Figure 1. Met1 routing.
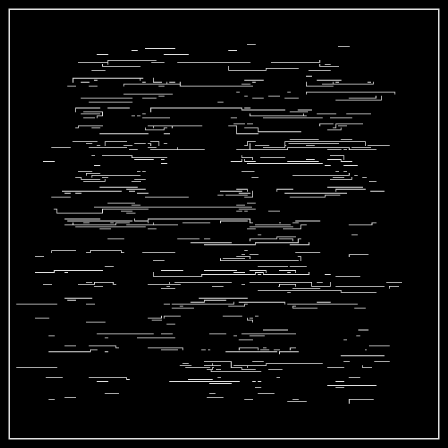
Figure 2. M2 wires.
The bar under the picture is 20 um long. Cells faint in the background.
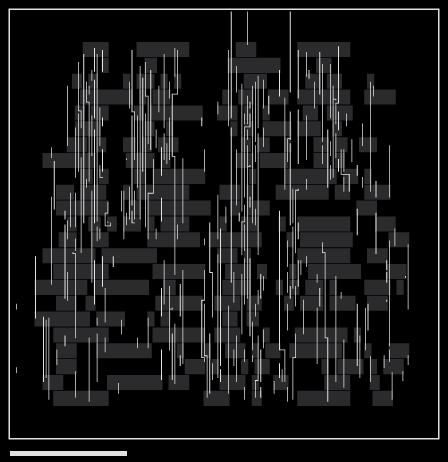
Figure 3. Signal wires on met3.
The bar under the picture is 20 um long.
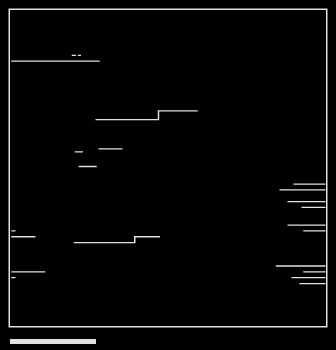
Figure 4. Close-up of the layout.
The bar under the picture is 5 um long. Region (8, 45) to (28, 65) um. Cells in grey, sequential cells in the stronger grey; small squares are vias.
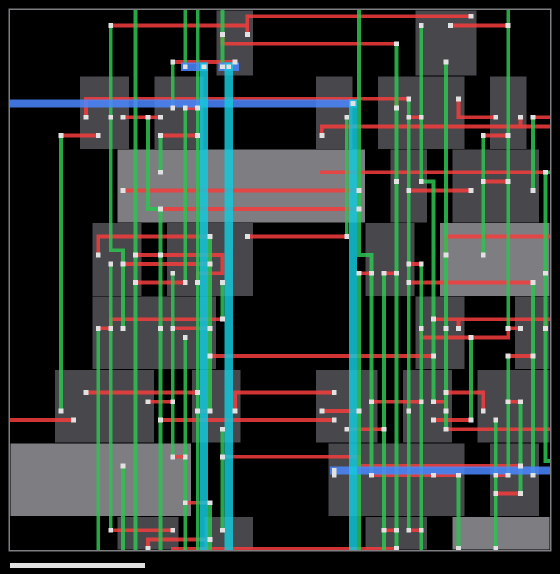
### src/rtl/nonogram_pkg.sv
// Shared nonogram front-end definitions: 5-bit key_pulse codes, keypad scanner
// states and the 4x4 keypad code map. Consumed by keypad_scan and the controller.
package nonogram_pkg;

    localparam logic [4:0] KEY_NONE = 5'b00000;
    localparam logic [4:0] KEY_0    = 5'b10000;
    localparam logic [4:0] KEY_1    = 5'b10001;
    localparam logic [4:0] KEY_2    = 5'b10010;
    localparam logic [4:0] KEY_3    = 5'b10011;
    localparam logic [4:0] KEY_4    = 5'b10100;
    localparam logic [4:0] KEY_5    = 5'b10101;
    localparam logic [4:0] KEY_6    = 5'b10110;
    localparam logic [4:0] KEY_7    = 5'b10111;
    localparam logic [4:0] KEY_8    = 5'b11000;
    localparam logic [4:0] KEY_9    = 5'b11001;
    localparam logic [4:0] KEY_A    = 5'b11010;
    localparam logic [4:0] KEY_B    = 5'b11011;
    localparam logic [4:0] KEY_C    = 5'b11100;
    localparam logic [4:0] KEY_D    = 5'b11101;
    localparam logic [4:0] KEY_STAR = 5'b11110;
    localparam logic [4:0] KEY_HASH = 5'b11111;

    typedef enum logic [1:0] {SCAN, DEBOUNCE, HELD, RELEASE} kp_state_e;

    // Element {row, col} is the code of the key at that matrix position.
    localparam logic [15:0][3:0] KEY_MAP = {
        4'd13, 4'd15, 4'd0, 4'd14,   // row 3: D # 0 *
        4'd12, 4'd9,  4'd8, 4'd7,    // row 2: C 9 8 7
        4'd11, 4'd6,  4'd5, 4'd4,    // row 1: B 6 5 4
        4'd10, 4'd3,  4'd2, 4'd1     // row 0: A 3 2 1
    };

    function automatic logic [4:0] key_pulse_code(input logic [1:0] row, input logic [1:0] col);
        return {1'b1, KEY_MAP[{row, col}]};
    endfunction

endpackage

### src/rtl/keypad_sync.sv
// Two-flop synchroniser for asynchronous inputs; resets to all-ones so that
// idle (pulled-up) keypad columns read as released.
module keypad_sync #(
    parameter int WIDTH = 4
) (
    input  logic             clk,
    input  logic             rst,
    input  logic [WIDTH-1:0] d,
    output logic [WIDTH-1:0] q
);

    logic [WIDTH-1:0] meta;

    always_ff @(posedge clk or negedge rst) begin
        if (!rst) begin
            meta <= '1;
            q    <= '1;
        end else begin
            meta <= d;
            q    <= meta;
        end
    end

endmodule

### src/rtl/keypad_scan.sv
// 4x4 matrix keypad scanner with debounce, one key_pulse per press.
// Define KEYPAD_KEY_REPEAT_EN to auto-repeat the pulse while a key stays held.
module keypad_scan
    import nonogram_pkg::*;
#(
    parameter int SCAN_DIV   = 1000,
    parameter int DB_CNT     = 10,
    parameter int REPEAT_DLY = 50,
    parameter int REPEAT_PER = 15
) (
    input  logic       clk,
    input  logic       rst,
    input  logic [3:0] key_col,
    output logic [3:0] key_row,
    output logic [4:0] key_pulse,
    output logic       key_held,
    output kp_state_e  fsm_state
);

    localparam int DIV_W = $clog2(SCAN_DIV);
    localparam int CNT_W = $clog2(DB_CNT + 1);

    if (SCAN_DIV < 4) begin : g_bad_div
        $error("keypad_scan: SCAN_DIV must be at least 4");
    end
    if (DB_CNT < 1 || REPEAT_DLY < 1 || REPEAT_PER < 1) begin : g_bad_cnt
        $error("keypad_scan: DB_CNT, REPEAT_DLY and REPEAT_PER must be at least 1");
    end

    logic [3:0]       col_s;
    kp_state_e        state_q, state_d;
    logic [DIV_W-1:0] div_q;
    logic [1:0]       row_q, row_d, col_q, col_d, hit_col;
    logic [CNT_W-1:0] cnt_q, cnt_d;
    logic [4:0]       pulse_q, pulse_d;
    logic             tick, key_down;

    keypad_sync #(.WIDTH(4)) u_sync (
        .clk (clk),
        .rst (rst),
        .d   (key_col),
        .q   (col_s)
    );

    assign tick     = (div_q == DIV_W'(SCAN_DIV - 1));
    assign key_down = ~col_s[col_q];

    always_ff @(posedge clk or negedge rst) begin
        if (!rst)      div_q <= '0;
        else if (tick) div_q <= '0;
        else           div_q <= div_q + DIV_W'(1);
    end

    // Lowest-index low column wins when several keys in a row are down.
    always_comb begin
        hit_col = 2'd3;
        for (int i = 3; i >= 0; i--) begin
            if (!col_s[i]) hit_col = 2'(i);
        end
    end

`ifdef KEYPAD_KEY_REPEAT_EN
    localparam int REP_MAX = (REPEAT_DLY > REPEAT_PER) ? REPEAT_DLY : REPEAT_PER;
    localparam int REP_W   = $clog2(REP_MAX + 1);

    logic [REP_W-1:0] rep_q, rep_d, rep_target;
    logic             armed_q, armed_d;

    assign rep_target = armed_q ? REP_W'(REPEAT_PER) : REP_W'(REPEAT_DLY);

    always_ff @(posedge clk or negedge rst) begin
        if (!rst) begin
            rep_q   <= '0;
            armed_q <= 1'b0;
        end else begin
            rep_q   <= rep_d;
            armed_q <= armed_d;
        end
    end
`endif

    always_comb begin
        state_d = state_q;
        row_d   = row_q;
        col_d   = col_q;
        cnt_d   = cnt_q;
        pulse_d = KEY_NONE;
`ifdef KEYPAD_KEY_REPEAT_EN
        rep_d   = rep_q;
        armed_d = armed_q;
`endif
        if (tick) begin
            case (state_q)
                SCAN: begin
                    if (col_s == 4'b1111) begin
                        row_d = row_q + 2'd1;
                    end else begin
                        col_d = hit_col;
                        if (DB_CNT == 1) begin
                            state_d = HELD;
                            pulse_d = key_pulse_code(row_q, hit_col);
                        end else begin
                            state_d = DEBOUNCE;
                            cnt_d   = CNT_W'(1);
                        end
                    end
                end
                DEBOUNCE: begin
                    if (!key_down) begin
                        state_d = SCAN;
                        row_d   = row_q + 2'd1;
                    end else if (cnt_q == CNT_W'(DB_CNT - 1)) begin
                        state_d = HELD;
                        pulse_d = key_pulse_code(row_q, col_q);
                    end else begin
                        cnt_d = cnt_q + CNT_W'(1);
                    end
                end
                HELD: begin
                    if (!key_down) begin
                        if (DB_CNT == 1) begin
                            state_d = SCAN;
                            row_d   = row_q + 2'd1;
                        end else begin
                            state_d = RELEASE;
                            cnt_d   = CNT_W'(1);
                        end
                    end
`ifdef KEYPAD_KEY_REPEAT_EN
                    else if (rep_q + REP_W'(1) == rep_target) begin
                        pulse_d = key_pulse_code(row_q, col_q);
                        rep_d   = '0;
                        armed_d = 1'b1;
                    end else begin
                        rep_d = rep_q + REP_W'(1);
                    end
`endif
                end
                RELEASE: begin
                    // A low sample here is release bounce: back to HELD silently.
                    if (key_down) begin
                        state_d = HELD;
                    end else if (cnt_q == CNT_W'(DB_CNT - 1)) begin
                        state_d = SCAN;
                        row_d   = row_q + 2'd1;
                    end else begin
                        cnt_d = cnt_q + CNT_W'(1);
                    end
                end
                default: state_d = SCAN;
            endcase
        end
`ifdef KEYPAD_KEY_REPEAT_EN
        if (state_d == HELD && (state_q == SCAN || state_q == DEBOUNCE)) begin
            rep_d   = '0;
            armed_d = 1'b0;
        end
`endif
    end

    always_ff @(posedge clk or negedge rst) begin
        if (!rst) begin
            state_q <= SCAN;
            row_q   <= 2'd0;
            col_q   <= 2'd0;
            cnt_q   <= '0;
            pulse_q <= KEY_NONE;
        end else begin
            state_q <= state_d;
            row_q   <= row_d;
            col_q   <= col_d;
            cnt_q   <= cnt_d;
            pulse_q <= pulse_d;
        end
    end

    assign key_row   = ~(4'b0001 << row_q);
    assign key_pulse = pulse_q;
    assign key_held  = (state_q == HELD) || (state_q == RELEASE);
    assign fsm_state = state_q;

endmodule

### config.mk
export PLATFORM = sky130hd
export DESIGN_NAME = keypad_scan
export DESIGN_NICKNAME = d
export VERILOG_FILES = /design/src/rtl/nonogram_pkg.sv /design/src/rtl/keypad_sync.sv /design/src/rtl/keypad_scan.sv
export SDC_FILE = /design/constraint.sdc
export NUM_CORES = 1
export LEC_CHECK = 0
export CAP_MARGIN = 20
export CELL_PAD_IN_SITES_DETAIL_PLACEMENT = 1
export CELL_PAD_IN_SITES_GLOBAL_PLACEMENT = 2
export CORE_MARGIN = 4
export CORE_UTILIZATION = 39
export CTS_CLUSTER_DIAMETER = 30
export DETAILED_ROUTE_END_ITERATION = 10
export GPL_TIMING_DRIVEN = 0
export HOLD_SLACK_MARGIN = 0.03
export PLACE_DENSITY_LB_ADDON = 0.1
export SYNTH_ARGS = -nofsm -noshare
export SYNTH_HDL_FRONTEND = slang
export SYNTH_SLANG_ARGS = --single-unit
### constraint.sdc
create_clock -name clk -period 3.9 [get_ports clk]
set_clock_uncertainty 0.1 [all_clocks]
set_input_delay 0.39 -clock clk [delete_from_list [all_inputs] [get_ports clk]]
set_output_delay 0.39 -clock clk [all_outputs]
set_load 0.02 [all_outputs]
==> flow.log <==
[flow] collecting metrics
[metrics] outcome: finished, final reports clean
[metrics] share of the core filled by cells before placement: 41.1%
[metrics] critical path class: flop to primary output
[metrics] reg-to-reg setup timing slack: 1.61 ns
[metrics] startpoint of the lowest-slack register-to-register path: div_q[0]
[metrics] Tot GR Track Use: 16.1%
[metrics] dominant register cell in the synthesized netlist: dfrtp_1
[metrics] number of rows in the core area: 23
[metrics] total cell area reported by yosys after synthesis: 0.00167 mm2
[metrics] wire length of the first global-routing pass: 6560 um
[metrics] arrival time at the worst endpoint: 2.11 ns
[metrics] final HPWL from detailed placement: 2500 um
[metrics] most frequently used cell type in the post-synthesis netlist: dfrtp_1
[metrics] detailed route wirelength on metal3: 166 um
[metrics] vias in the first global route: 1387
[metrics] clock root cell: clkbuf_8
[metrics] Static Leakage: 0.869 nW
[metrics] worst slack, placed: 1.58 ns
[metrics] height of the chip: 73.4 um
[metrics] largest area contributor in the netlist: dfrtp_1
[metrics] crit path setup slack, layout: 1.30 ns
[metrics] mapped cell area: 0.00167 mm2
[metrics] post-CTS setup buffers: 0
[metrics] clock slew at the register clock pins of the worst setup and hold paths: 0.08 ns
[metrics] fraction of final layout cells with drive strength greater than 1: 15.2%
[metrics] GR Util met2: 27.1%
[metrics] depth of the most critical reg-to-reg path: 5
[metrics] Log Warnings: 34
[metrics] source-to-sink clock delay at the later pin of the worst-skew pair: 0.29 ns
[metrics] flip-flops with a built-in enable: 0
[metrics] post-layout net count: 195
[metrics] number of CTS-inserted buffers: 5
[metrics] Hold Buf Count CTS: 0
[metrics] highest clock frequency the design can meet: 0.385 GHz
[metrics] total congestion overflow: 0
[metrics] worst min-delay path category: input pin to asynchronous set/reset pin
[metrics] fraction of met1 tracks used by global routing: 19.2%
[metrics] required time of the critical path: 3.41 ns
[metrics] number of synthesized register bits: 33
[metrics] clock tree from TritonCTS: built
[metrics] highest metal layer used by the detailed router: met4
[metrics] Area after DPL: 0.00190 mm2
[metrics] placed instance count: 220
[metrics] post-layout instance count excluding filler cells: 228
[metrics] mean post-synth cell area: 10.9 um2
[metrics] Nets at Floorplan: 171
[metrics] CP max FO: 10
[metrics] post-detailed-routing wire length: 3430 um
[metrics] mean number of vias per cell: 5.25
[metrics] number of max-cap violations: 0
[metrics] TritonCTS Sinks: 33
[metrics] endpoint kind of the worst setup timing path: primary output
[metrics] overall die width: 73.4 um
[metrics] fraction of synthesis flops using an asynchronous set or reset pin: 100%
[metrics] Min Hold Slack: 0.0486 ns
[metrics] power density of the placed cells: 349 mW/mm2
## Picture notes: Figure 1
nets with wire on the layer	164
wire length on this layer	1450 um

## Picture notes: Figure 2
nets with wire on the layer	160
longest straight run	28.9 um
wire length on this layer	1750 um
main direction	vertical

## Picture notes: Figure 3
wire length on this layer	167 um
main direction	horizontal
share of all routed wire	4.9%

## Picture notes: Figure 4
colour	layer
red	M1
green	M2
cyan	M4
blue	M3
sequential cells in the window	2
cells with their middle in the window	24
most frequent	nand3_1 (4), nand2_1 (3)
netlist names of flops here include	div_q (2)

worst max-delay path by stage:
stage                        start         end  cells past startpoint
final                     row_q[0]  key_row[0]                      5
after global routing      row_q[0]  key_row[0]                      5
after detailed placement  row_q[0]  key_row[0]                      5
after global placement    row_q[0]  key_row[0]                      5
after floorplan           col_q[1]    cnt_q[0]                      4
after CTS                 row_q[0]  key_row[0]                      5
power by group:
part           switching, mW  total (mW)  internal [mW]  leakage [nW]
sequential           0.00209       0.352          0.350         0.419
combinational        0.00894      0.0143        0.00531         0.393
clock                  0.129       0.337          0.208        0.0574
total                  0.141       0.703          0.563         0.869
area by class of cell:
cell class                 instances  area [um2]  share of cell area, %
clock buffer                       6        82.6                   4.09
buffer                             6        23.8                   1.18
clock inverter                     2        37.5                   1.86
tap                               50        62.6                   3.10
inverter                          13        48.8                   2.42
multi-input combinational        101         761                   37.7
sequential                        33         836                   41.4
timing repair buffer              17         165                   8.19
cells by family after synthesis:
logic type	after synthesis	share of synthesized area [%]
buffers and inverters	19	4.35
XOR/XNOR	6	3.15
multiplexers	9	6.52
flip-flops	33	50.1
adder cells (fa/ha/maj)	12	9.00
AND/OR/NAND/NOR	49	16.9
AND-OR/OR-AND	25	9.97
sequential cells by signal, summed over array words and instances, names as in the netlist, named ones only:
signal,count
fsm_state,1
div_q,10
u_sync.q,4
cnt_q,4
col_q,2
key_pulse,5
u_sync.meta,4
row_q,2
critical path, cell delays in order, from the launching register on:
cell and delay [ns]:
dfrtp_1 0.38, clkbuf_1 0.37, inv_1 0.18, ha_1 0.24
inv_1 0.06, clkdlybuf4s50_1 0.60
No activity file was given, so power comes from the tool's default toggle rates.
